$ cat src/rtl/muon_sync_pkg.sv
// Shared types and defaults for the muon DAQ input synchronisers.
// Edge-mode encoding and the event gating helper live here.
package muon_sync_pkg;

    typedef enum logic [1:0] {
        EDGE_OFF  = 2'b00,
        EDGE_RISE = 2'b01,
        EDGE_FALL = 2'b10,
        EDGE_BOTH = 2'b11
    } edge_mode_t;

    localparam int SYNC_STAGES_DEF = 2;
    localparam int FILTER_LEN_DEF  = 4;

    function automatic logic gate_event(
        input edge_mode_t mode,
        input logic       rise,
        input logic       fall
    );
        logic ev;
        ev = 1'b0;
        unique case (mode)
            EDGE_OFF:  ev = 1'b0;
            EDGE_RISE: ev = rise;
            EDGE_FALL: ev = fall;
            EDGE_BOTH: ev = rise | fall;
        endcase
        return ev;
    endfunction

endpackage

$ cat src/rtl/edge_sync_channel.sv
// One channel: FF sync chain, stability filter, edge pulses, event gating.
// Optional saturating event counter under MULTI_EDGE_SYNC_COUNT_EN.
module edge_sync_channel
    import muon_sync_pkg::*;
#(
    parameter int SYNC_STAGES = SYNC_STAGES_DEF,
    parameter int FILTER_LEN  = FILTER_LEN_DEF
`ifdef MULTI_EDGE_SYNC_COUNT_EN
    ,
    parameter int COUNT_W     = 16
`endif
) (
    input  logic               clk,
    input  logic               rst_n,
    input  logic               i_signal,
    input  logic [1:0]         i_mode,
    output logic               o_level,
    output logic               o_rise,
    output logic               o_fall,
    output logic               o_event
`ifdef MULTI_EDGE_SYNC_COUNT_EN
    ,
    input  logic               i_cnt_clr,
    output logic [COUNT_W-1:0] o_count
`endif
);

    localparam int FCNT_W = $clog2(FILTER_LEN + 1);
    localparam logic [FCNT_W-1:0] FCNT_MAX = FCNT_W'(FILTER_LEN - 1);

    logic [SYNC_STAGES-1:0] sync_q, sync_d;
    logic [FCNT_W-1:0]      fcnt_q, fcnt_d;
    logic                   level_q, level_d;
    logic                   rise_q, rise_d;
    logic                   fall_q, fall_d;
    logic                   event_q, event_d;
    logic                   s;

    always_comb begin
        sync_d  = {sync_q[SYNC_STAGES-2:0], i_signal};
        s       = sync_q[SYNC_STAGES-1];
        level_d = level_q;
        fcnt_d  = '0;
        // A new level is accepted only after FILTER_LEN consecutive mismatches
        if (s != level_q) begin
            if (fcnt_q == FCNT_MAX) begin
                level_d = s;
            end else begin
                fcnt_d = fcnt_q + 1'b1;
            end
        end
        rise_d  = level_d & ~level_q;
        fall_d  = ~level_d & level_q;
        event_d = gate_event(edge_mode_t'(i_mode), rise_d, fall_d);
    end

    always_ff @(posedge clk) begin
        if (!rst_n) begin
            sync_q  <= '0;
            fcnt_q  <= '0;
            level_q <= 1'b0;
            rise_q  <= 1'b0;
            fall_q  <= 1'b0;
            event_q <= 1'b0;
        end else begin
            sync_q  <= sync_d;
            fcnt_q  <= fcnt_d;
            level_q <= level_d;
            rise_q  <= rise_d;
            fall_q  <= fall_d;
            event_q <= event_d;
        end
    end

    assign o_level = level_q;
    assign o_rise  = rise_q;
    assign o_fall  = fall_q;
    assign o_event = event_q;

`ifdef MULTI_EDGE_SYNC_COUNT_EN
    logic [COUNT_W-1:0] cnt_q, cnt_d;

    // Clear coinciding with an event loads 1 so that event is kept
    always_comb begin
        cnt_d = cnt_q;
        if (i_cnt_clr) begin
            cnt_d = event_q ? COUNT_W'(1) : '0;
        end else if (event_q && (cnt_q != '1)) begin
            cnt_d = cnt_q + 1'b1;
        end
    end

    always_ff @(posedge clk) begin
        if (!rst_n) begin
            cnt_q <= '0;
        end else begin
            cnt_q <= cnt_d;
        end
    end

    assign o_count = cnt_q;
`endif

endmodule

$ cat src/rtl/multi_edge_sync.sv
// N_CH-channel synchroniser/glitch filter with per-channel edge events.
// Define MULTI_EDGE_SYNC_COUNT_EN to add per-channel saturating counters.
module multi_edge_sync
    import muon_sync_pkg::*;
#(
    parameter int N_CH        = 4,
    parameter int SYNC_STAGES = SYNC_STAGES_DEF,
    parameter int FILTER_LEN  = FILTER_LEN_DEF
`ifdef MULTI_EDGE_SYNC_COUNT_EN
    ,
    parameter int COUNT_W     = 16
`endif
) (
    input  logic                    clk,
    input  logic                    rst_n,
    input  logic [N_CH-1:0]         i_signal,
    input  logic [2*N_CH-1:0]       i_mode,
    output logic [N_CH-1:0]         o_level,
    output logic [N_CH-1:0]         o_rise,
    output logic [N_CH-1:0]         o_fall,
    output logic [N_CH-1:0]         o_event,
    output logic                    o_any_event
`ifdef MULTI_EDGE_SYNC_COUNT_EN
    ,
    input  logic [N_CH-1:0]         i_cnt_clr,
    output logic [COUNT_W*N_CH-1:0] o_count
`endif
);

    logic any_event_q, any_event_d;

    for (genvar g = 0; g < N_CH; g++) begin : g_ch
        edge_sync_channel #(
            .SYNC_STAGES (SYNC_STAGES),
            .FILTER_LEN  (FILTER_LEN)
`ifdef MULTI_EDGE_SYNC_COUNT_EN
            ,
            .COUNT_W     (COUNT_W)
`endif
        ) u_ch (
            .clk       (clk),
            .rst_n     (rst_n),
            .i_signal  (i_signal[g]),
            .i_mode    (i_mode[2*g +: 2]),
            .o_level   (o_level[g]),
            .o_rise    (o_rise[g]),
            .o_fall    (o_fall[g]),
            .o_event   (o_event[g])
`ifdef MULTI_EDGE_SYNC_COUNT_EN
            ,
            .i_cnt_clr (i_cnt_clr[g]),
            .o_count   (o_count[COUNT_W*g +: COUNT_W])
`endif
        );
    end

    always_comb begin
        any_event_d = |o_event;
    end

    always_ff @(posedge clk) begin
        if (!rst_n) begin
            any_event_q <= 1'b0;
        end else begin
            any_event_q <= any_event_d;
        end
    end

    assign o_any_event = any_event_q;

endmodule

$ cat config.mk
export PLATFORM = sky130hd
export DESIGN_NAME = multi_edge_sync
export DESIGN_NICKNAME = d
export VERILOG_FILES = /design/src/rtl/muon_sync_pkg.sv /design/src/rtl/edge_sync_channel.sv /design/src/rtl/multi_edge_sync.sv
export SDC_FILE = /design/constraint.sdc
export NUM_CORES = 1
export LEC_CHECK = 0
export CAP_MARGIN = 40
export CORE_ASPECT_RATIO = 2
export CORE_MARGIN = 2
export CORE_UTILIZATION = 50
export DETAILED_ROUTE_END_ITERATION = 8
export GPL_ROUTABILITY_DRIVEN = 0
export GPL_TIMING_DRIVEN = 1
export PLACE_DENSITY = 0.78
export SYNTH_ARGS = -nofsm -noshare
export SYNTH_HDL_FRONTEND = slang
export SYNTH_SLANG_ARGS = --single-unit
export TNS_END_PERCENT = 50
$ cat constraint.sdc
create_clock -name clk -period 2.4 [get_ports clk]
set_input_delay 0.6 -clock clk [delete_from_list [all_inputs] [get_ports clk]]
set_output_delay 0.6 -clock clk [all_outputs]
set_load 0.02 [all_outputs]
### M1 wires

Cells faint in the background.
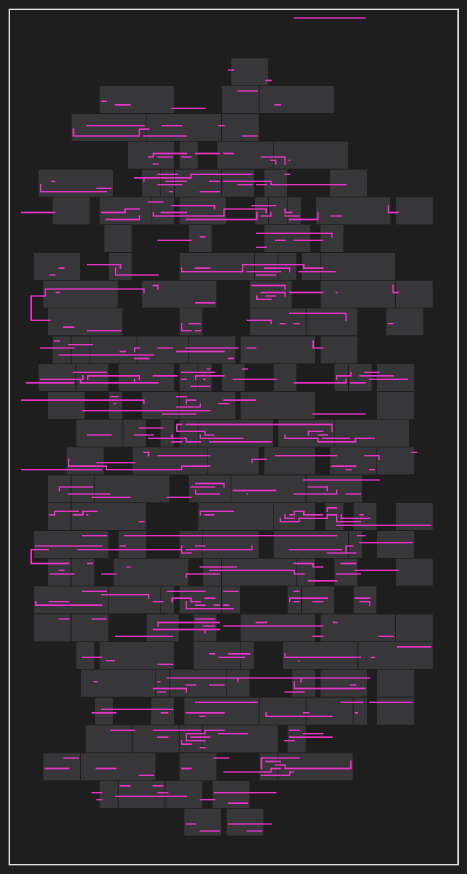
share of all routed wire: 37%
nets with wire on the layer: 166
main direction: horizontal

### Met2 routing

Bar = 10 µm.
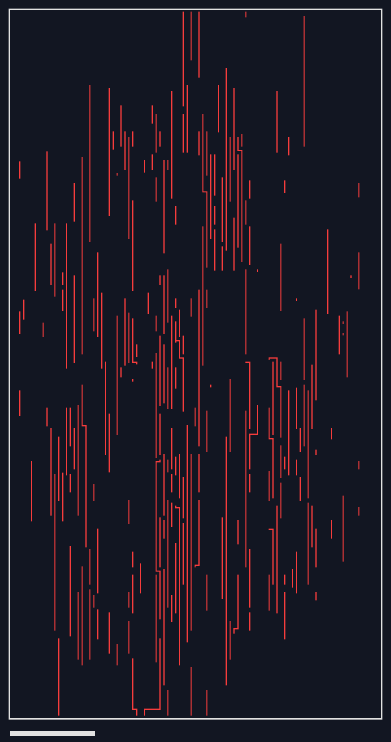
longest straight run: 29.2 µm
wire length on this layer: 1380 µm
main direction: vertical
nets with wire on the layer: 172

==> impl_metrics.env <==
# yosys + openroad results
export IMPL_worst_pin_slew_ps=649
export IMPL_endpoint_kind="output port"
export IMPL_lay_top_count="dfxtp_1"
export IMPL_drt_pass1_iter_count=4
export IMPL_seq_cell_count=37
export IMPL_tns_ps=0
export IMPL_cts_buffers_inserted=5
export IMPL_slew_viol_final=0
export IMPL_ys_sh_adder=0.0949
export IMPL_synth_simple_area_share=0.213
export IMPL_clk_share=0.0461
export IMPL_irDropWorstVdd_mv=0.460
export IMPL_n_antenna_cell=0
export IMPL_outcome="completed"
export IMPL_regArea_um2=741
export IMPL_bufAreaShareNonClock=0.164
export IMPL_yosys_area_top_type="dfxtp_1"
export IMPL_grt_max_degree=17
export IMPL_clock_sinks=37
export IMPL_cts_root_buf="clkbuf_8"
export IMPL_synthTopCellsByCount="dfxtp_1, and2_1, buf_4"
export IMPL_nMultiInputCombCells=78
export IMPL_ff2ff_setup_slack_ps=560
export IMPL_p_sw_frac=0.224
export IMPL_hp_class="flip-flop to flip-flop"
export IMPL_cp_cell_sequence="clkdlybuf4s50_1"
export IMPL_via_per_inst=5.21
export IMPL_layout_top_cells="dfxtp_1, clkdlybuf4s50_1, and2_1, nor3_1, ha_1"
export IMPL_critPathMaxStageDelay_ps=650
export IMPL_fin_area_um2=1870
export IMPL_synth_warnings=0
export IMPL_leakagePower_nw=0.692
export IMPL_rr_endpoint="g_ch[2].u_ch.o_event"
export IMPL_rows=28
export IMPL_routed_wl_mm=2.50
export IMPL_placedCellCount=185
export IMPL_synth_xor_area_share=0.0221
export IMPL_final_util=0.629
export IMPL_ys_top_cells_by_area="dfxtp_1, ha_1, buf_4"
export IMPL_die_h_um=83.6
export IMPL_slowest_stage="clkdlybuf4s50_1"
export IMPL_path_clk_slew_ps=70
export IMPL_ff_type="dfxtp_1"
export IMPL_relSlewSlack=0.566
export IMPL_final_nets=188
export IMPL_p_comb_frac=0.064
export IMPL_p_per_area_nw_per_um2=596
export IMPL_cp_startpoint="g_ch[0].u_ch.o_level"
export IMPL_layout_setup_ws_ps=418
export IMPL_critPathTopFamily="buffers and inverters"
### Met3 routing

Bar = 10 µm.
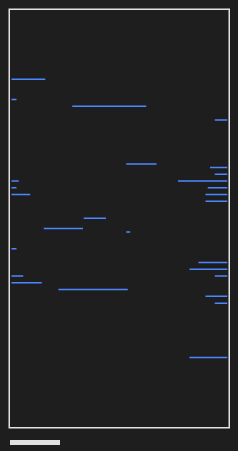
wire length on this layer: 124 µm
main direction: horizontal
share of all routed wire: 5.0%
nets with wire on the layer: 23

sequential cells by signal (all words and copies together) (netlist names):
| name | count |
|---|---|
| g_ch.u_ch.fcnt_q | 12 |
| g_ch.u_ch.sync_q | 8 |
| g_ch.u_ch.o_event | 4 |
| g_ch.u_ch.o_fall | 4 |
| g_ch.u_ch.o_level | 4 |
| g_ch.u_ch.o_rise | 4 |
| o_any_event | 1 |
worst min-delay path by stage:
stage                            from                endpoint  slack [ps]  cells after the start
2_1_floorplan  g_ch[2].u_ch.fcnt_q[0]  g_ch[2].u_ch.fcnt_q[0]         410                      1
5_1_grt        g_ch[2].u_ch.fcnt_q[0]  g_ch[2].u_ch.fcnt_q[0]         450                      1
3_3_place_gp   g_ch[0].u_ch.sync_q[0]  g_ch[0].u_ch.sync_q[1]         410                      1
3_5_place_dp   g_ch[3].u_ch.sync_q[0]  g_ch[3].u_ch.sync_q[1]         420                      1
4_1_cts        g_ch[3].u_ch.fcnt_q[0]  g_ch[3].u_ch.fcnt_q[0]         440                      1
6_report       g_ch[3].u_ch.fcnt_q[0]  g_ch[3].u_ch.fcnt_q[0]         430                      1
power groups by stage:
| stage | registers [mW] | clock network [mW] | logic [mW] |
|---|---|---|---|
| after floorplan | 0.647 | 0 | 0.0382 |
| after global placement | 0.646 | 0 | 0.0701 |
| after detailed placement | 0.647 | 0 | 0.0725 |
| after CTS | 0.633 | 0.425 | 0.0731 |
| after global routing | 0.634 | 0.450 | 0.0777 |
| final | 0.633 | 0.412 | 0.0719 |
per-layer routing:
metal / vias to the layer above / routed length (µm) / track usage
li1: 501 / - / -
met1: 470 / 933 / 0.141
met2: 27 / 1380 / 0.277
met3: 7 / 124 / 0.0476
met4: 0 / 66 / 0.0909
met5: - / 0 / 0
Power figures rest on the tool's default switching activity, not on a simulated workload.
